==> config.mk <==
export PLATFORM = sky130hd
export DESIGN_NAME = vga_sync_rx
export DESIGN_NICKNAME = d
export VERILOG_FILES = /design/src/rtl/vga_sync_rx.sv
export SDC_FILE = /design/constraint.sdc
export NUM_CORES = 1
export LEC_CHECK = 0
export CORE_MARGIN = 2
export CORE_UTILIZATION = 34
export CTS_CLUSTER_DIAMETER = 50
export DETAILED_ROUTE_END_ITERATION = 6
export GPL_TIMING_DRIVEN = 0
export PLACE_DENSITY = 0.6
export SETUP_SLACK_MARGIN = 0.05
export SLEW_MARGIN = 20
export SYNTH_ARGS = -nofsm -noshare
export SYNTH_HDL_FRONTEND = slang
export SYNTH_SLANG_ARGS = --single-unit
==> constraint.sdc <==
create_clock -name i_Clk -period 7.1 [get_ports i_Clk]
set_input_delay 1.775 -clock i_Clk [delete_from_list [all_inputs] [get_ports i_Clk]]
set_output_delay 1.775 -clock i_Clk [all_outputs]
set_load 0.05 [all_outputs]
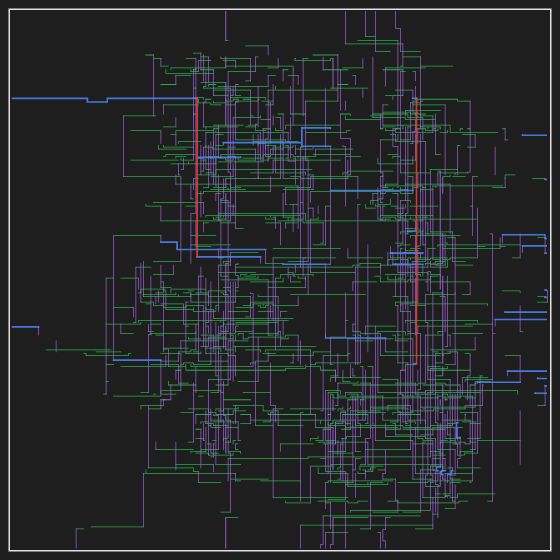
*Wiring by layer, run 1*
Key: M1 = green [wire length 3190 um]; M4 = red [wire length 78.2 um]; M3 = blue [wire length 228 um]; M2 = purple [wire length 3200 um]
Routed WL per cell: 14.12 um
via count: 2500

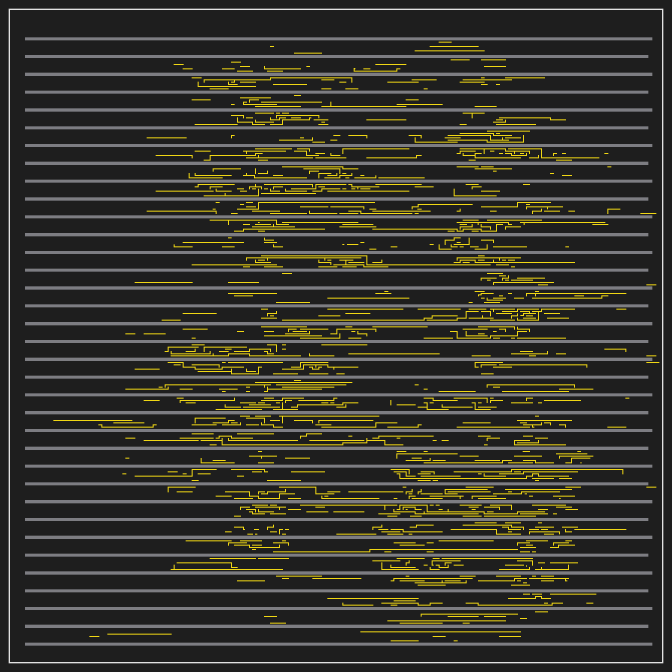
*M1 wires, run 1*
Supply wires on this layer in grey.
The wires run mostly horizontal. 338 nets have wire on it.
global routing met1 resource utilization: 19.11%
routed wire length: 6691 um

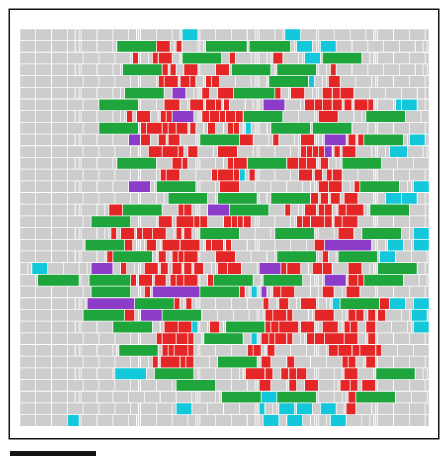
*Placed cells, one colour a class, run 1*
Scale bar: 20 um. Fill, decap, tap and diode cells in grey.
Key: remaining logic cells = red [cells 250]; clock drivers and dummy loads = purple [cells 16]; registers = green [cells 61]; remaining buffers and delay cells = cyan [cells 39]
CORE AREA: 0.008806 mm^2
Final Instance Area: 0.003785 mm^2
number of rows in the core area: 34
Layout Utilization: 42.98%
sequential cell area share: 40.53%

==> out/summary.log, run 1 <==
INFO  final_layout   final-instance-count-excl-fill=474
INFO  job            log.warning_count=29
INFO  critical_path  path_class=reg -> out
INFO  floorplanning  design.die.area=0.009918mm^2
INFO  min_path       worstHoldPathCells=0
INFO  power          netSwitchingPower=254.3uW
INFO  placement      routability_driven_placement_congestion_ratio=0.8222
INFO  synthesis      netlist_instances=321
INFO  grt            global_route_hottest_layer=met2
INFO  grt            grt_start_max_net_pins=39
INFO  synthesis      netlist_area=0.003107mm^2
INFO  final_layout   number_of_inserted_filler_cells_in_the_final_layout=848
INFO  synthesis      postSynthSeqShare=49.38%
INFO  final_layout   antenna_cells=0
INFO  critical_path  slowest_stage=clkdlybuf4s50_1
INFO  synthesis      synth.yosys.num_cells=321
INFO  drt            m1WireLength=3188um
INFO  critical_path  crit_path_max_incr_delay=0.86ns
INFO  critical_path  reg2reg_depth=8
INFO  drt            highest-signal-layer=met4
INFO  synthesis      synth_cell_types=52
INFO  critical_path  critPathRequiredTime=5.33ns
INFO  placement      place_worst_setup_slack=3.983ns
INFO  power          p_sw_share=27.93%
INFO  sta            timing_max_transition_violations_final=0
INFO  synthesis      ff_type=dfrtp_1
INFO  synthesis      flip_flops_with_a_built_in_enable=0
INFO  synthesis      synth_nets=333
INFO  drt            antenna_left=0
INFO  critical_path  cp_top_family=buffers and inverters
INFO  grt            gr-usage-all-layers=14.77%
INFO  critical_path  path_max_fanout=9
INFO  grt            remaining_overflow_grt=0
INFO  power          power_report.internal_total=656.4uW
INFO  grt            initial_antenna_violation_count=0
INFO  power          leakagePower=0.001552uW
INFO  final_layout   fraction_of_final_layout_cells_with_drive_strength_greater_than_1=8.197%
INFO  final_layout   largest_register_ff_count=12
INFO  synthesis      yosys_warnings=0
INFO  sta            period_needed=3.494ns
INFO  final_layout   area.combinational=0.001480mm^2
INFO  power          maxPowerGroup=registers
INFO  synthesis      post_synth_main_area_contributors=dfrtp_1 44%, nor2_1 5.3%, dfstp_2 5.1%, xnor2_1 4.2%, ha_1 3.2%
INFO  synthesis      yosysChipArea=0.003107mm^2
INFO  clock_network  cts.repair.resized=0
INFO  power          ir_worst_vdd=0.1067mV
INFO  power          comb_power_share=15.7%
INFO  sta            slew_headroom=50.67%
INFO  critical_path  worstPathArrival=1.72ns
INFO  power          power_density=240.6mW/mm^2
INFO  critical_path  crit_end_category=output port
INFO  synthesis      yosys.cell_count.top_type=dfrtp_1
INFO  synthesis      synth_top_cell_by_area=dfrtp_1
INFO  power          power_frac_seq=43.6%
INFO  clock_network  cts_buffers=9
INFO  sta            hold_violation_count_in_the_final_report=0
INFO  clock_network  cts_sinks=61
INFO  grt            met2_usage=23.18%
INFO  sta            tightest_slew=0.7331ns
INFO  floorplanning  initial_core_util=35.28%
INFO  floorplanning  die_h=99.59um
INFO  sta            setup_viol_count_final=0
INFO  drt            drt_pass1_iterations=4
INFO  critical_path  cell_chain_critical_path=clkdlybuf4s50_1
INFO  clock_network  clkTransAtPathRegs=0.07ns
INFO  clock_network  post-cts-setup-buffers=0
INFO  sta            fin_hold_ws=0.3530ns
INFO  synthesis      asyncSetResetFlopFracSynth=100.0%
INFO  synthesis      synthesis.area_per_instance=9.678um^2
INFO  status         outcome=complete, no violations
INFO  synthesis      synth.ff_latch_count=61
INFO  floorplanning  io_pins=29
INFO  clock_network  h-tree-depth=3
INFO  critical_path  worstPathBufferInverterCount=1
INFO  sta            fmax=286.2MHz
INFO  sta            setup-tns-final=0ns
INFO  clock_network  cts_hold_repair.buffers=0
INFO  power          p_seq=398uW
INFO  floorplanning  die_w=99.59um
INFO  placement      buffer_ports.inserted=28
INFO  power          pg_clk=371uW
INFO  critical_path  critical_path.startpoint_type=register
INFO  placement      place.detailed.hpwl=4711um
[run 1: cells by family after synthesis]
logic type      count (synthesis)  synth area share, %
compound gates                 43                8.780
simple gates                  155                26.82
xor+xnor                       26                7.330
flops                          61                49.38
buf+inv                        24                3.181
mux                             4                1.289
fa+ha+maj                       8                3.222
[run 1: final cells by class]
type,instances,area share (%)
repair buffers,29,7.868
clock inverters,6,2.942
flip-flops and latches,61,40.53
plain buffers,10,1.223
inverters,14,1.388
clock buffers,10,3.372
well taps,108,3.570
multi-input cells,236,39.11
[run 1: through the flow]
step | area [um^2] | utilization (%)
floorplan | 3107 | -
CTS | 3779 | 42.91
detailed placement | 3540 | 40.20
global placement | 3522 | 40.00
finish | 3785 | 42.98
global route | 3785 | 42.98
==> run 1 -> run 2 <==
--- a/config.mk
+++ b/config.mk
@@ -10,7 +10,7 @@
 export CTS_CLUSTER_DIAMETER = 50
 export DETAILED_ROUTE_END_ITERATION = 6
 export GPL_TIMING_DRIVEN = 0
-export PLACE_DENSITY = 0.6
+export PLACE_DENSITY = 0.62
 export SETUP_SLACK_MARGIN = 0.05
 export SLEW_MARGIN = 20
 export SYNTH_ARGS = -nofsm -noshare
==> constraint.sdc (replaced) <==
create_clock -name i_Clk -period 2.9 [get_ports i_Clk]
set_input_delay 0.725 -clock i_Clk [delete_from_list [all_inputs] [get_ports i_Clk]]
set_output_delay 0.725 -clock i_Clk [all_outputs]
set_load 0.05 [all_outputs]
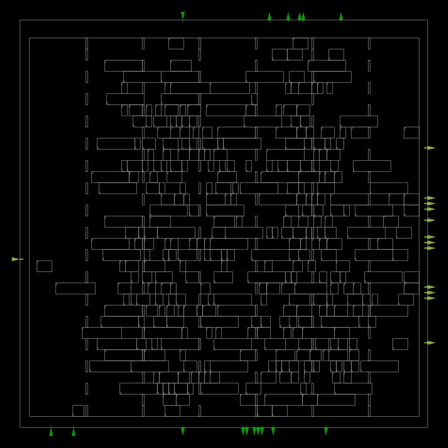
*Cell outlines without signal wires, run 2*
Layout Utilization: 42.54%
inserted tap cell count: 108
number of inserted filler cells in the final layout: 864
Post-Layout Cell Count: 477
sequential cell area share: 40.95%

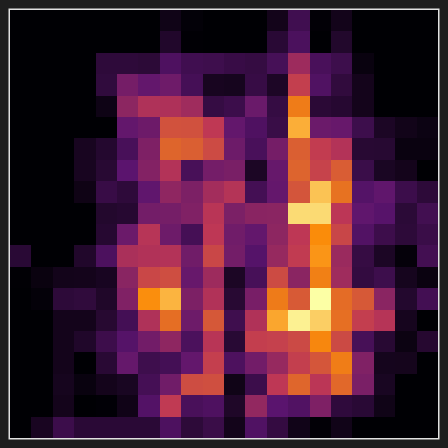
*Routed metal per tile, run 2*
20 x 20 tiles, from black (low) to pale yellow (high), scaled to the fullest tile. Values are wire area over tile area, all layers added.
The fullest tile reaches 0.51. 27% of the tiles are nearly empty. The mean over all tiles is 0.11.
Routed WL per cell: 14.60 um
All-Layer GR Usage: 15.22%
routed wire length: 6963 um

==> out/summary.log, run 2 <==
INFO  status         outcome=complete, no violations
INFO  floorplanning  die_h=99.59um
INFO  synthesis      synth_simple_gate_area_share=26.82%
INFO  placement      buffer_ports.inserted=28
INFO  final_layout   nNonClkBuffers=42
INFO  synthesis      synth_top_cell_by_area=dfrtp_1
INFO  synthesis      ff_type=dfrtp_1
INFO  critical_path  critical_path.startpoint_type=register
INFO  job            log.warning_count=29
INFO  sta            setup_viol_count_final=0
INFO  sta            timing_max_transition_violations_final=0
INFO  power          pg_clk=632uW
INFO  sta            period_needed=2.693ns
INFO  synthesis      netlist_instances=321
INFO  clock_network  cts_sinks=61
INFO  final_layout   clock_buffers=14
INFO  sta            hold_violation_count_in_the_final_report=0
INFO  synthesis      yosys_warnings=0
INFO  clock_network  cts_buffers=9
INFO  critical_path  worstPathArrival=2.92ns
INFO  final_layout   clock_cell_area_share=4.075%
INFO  final_layout   design_area=0.003746mm^2
INFO  floorplanning  core_area=0.008806mm^2
INFO  power          power_density=523.0mW/mm^2
INFO  synthesis      synthesis.area_per_instance=9.678um^2
INFO  synthesis      asyncSetResetFlopFracSynth=100.0%
INFO  clock_network  h-tree-depth=3
INFO  synthesis      synth.ff_latch_count=61
INFO  final_layout   nFlopsAndLatches=61
INFO  synthesis      yosysChipArea=0.003107mm^2
INFO  placement      place.detailed.hpwl=4783um
INFO  power          maxPowerGroup=registers
INFO  sta            fin_hold_ws=0.2404ns
INFO  clock_network  post-cts-setup-buffers=0
INFO  synthesis      netlist_area=0.003107mm^2
INFO  critical_path  cell_chain_critical_path=buf_6 > or4_4 > or4_1 > buf_2 > or3_1 > a21oi_2 > nand4_1 > o211a_1
INFO  placement      placement.cell_area=0.003547mm^2
INFO  clock_network  cts_hold_repair.buffers=0
INFO  synthesis      muxShareOfSynthArea=1.289%
INFO  final_layout   bufAreaShareNonClock=9.987%
INFO  critical_path  path_max_fanout=9
INFO  final_layout   count_of_inverters_other_than_clock_inverters_in_the_layout=14
INFO  final_layout   comb_share=39.98%
INFO  synthesis      synth_nets=333
INFO  final_layout   fraction_of_final_layout_cells_with_drive_strength_greater_than_1=7.859%
INFO  final_layout   antenna_cells=0
INFO  sta            setup-tns-final=0ns
INFO  synthesis      post_synth_main_area_contributors=dfrtp_1 44%, nor2_1 5.3%, dfstp_2 5.1%, xnor2_1 4.2%, ha_1 3.2%
INFO  grt            initial_antenna_violation_count=0
INFO  placement      place_worst_setup_slack=0.01841ns
INFO  power          power_report.internal_total=1347uW
INFO  final_layout   combinational_gates=236
INFO  drt            antenna_left=0
INFO  floorplanning  io_pins=29
INFO  final_layout   area.combinational=0.001498mm^2
INFO  critical_path  crit_end_category=register
INFO  grt            grt_start_max_net_pins=48
INFO  power          p_sw_share=31.25%
INFO  synthesis      yosys.cell_count.top_type=dfrtp_1
INFO  synthesis      synth.cellmix.compoundShare=8.780%
INFO  critical_path  slowest_stage=or4_4
INFO  synthesis      synthTopLogicFamily=simple AND/OR/NAND/NOR gates
==> run 2: netlist changes by cell type in the layout (fill, tap and decap cells not counted), sizes merged <==
| cell | previous run | this run |
|---|---|---|
| clkinvlp | 1 | 0 |
| clkbuf | 16 | 20 |
| buf | 6 | 9 |
| bufinv | 3 | 0 |
==> run 2: per-layer routing <==
metal,vias up,track usage (%),part of all wire [%]
li1,1231,-,-
met3,15,3.162,2.9
met5,-,0,0
met1,1231,20.34,48
met4,0,8.430,2.7
met2,41,23.08,46
==> run 2: logic make-up after synthesis <==
group | count (synthesis)
xor+xnor | 26
mux | 4
compound gates | 43
flops | 61
fa+ha+maj | 8
buf+inv | 24
simple gates | 155
Power and IR drop assume default switching activity.
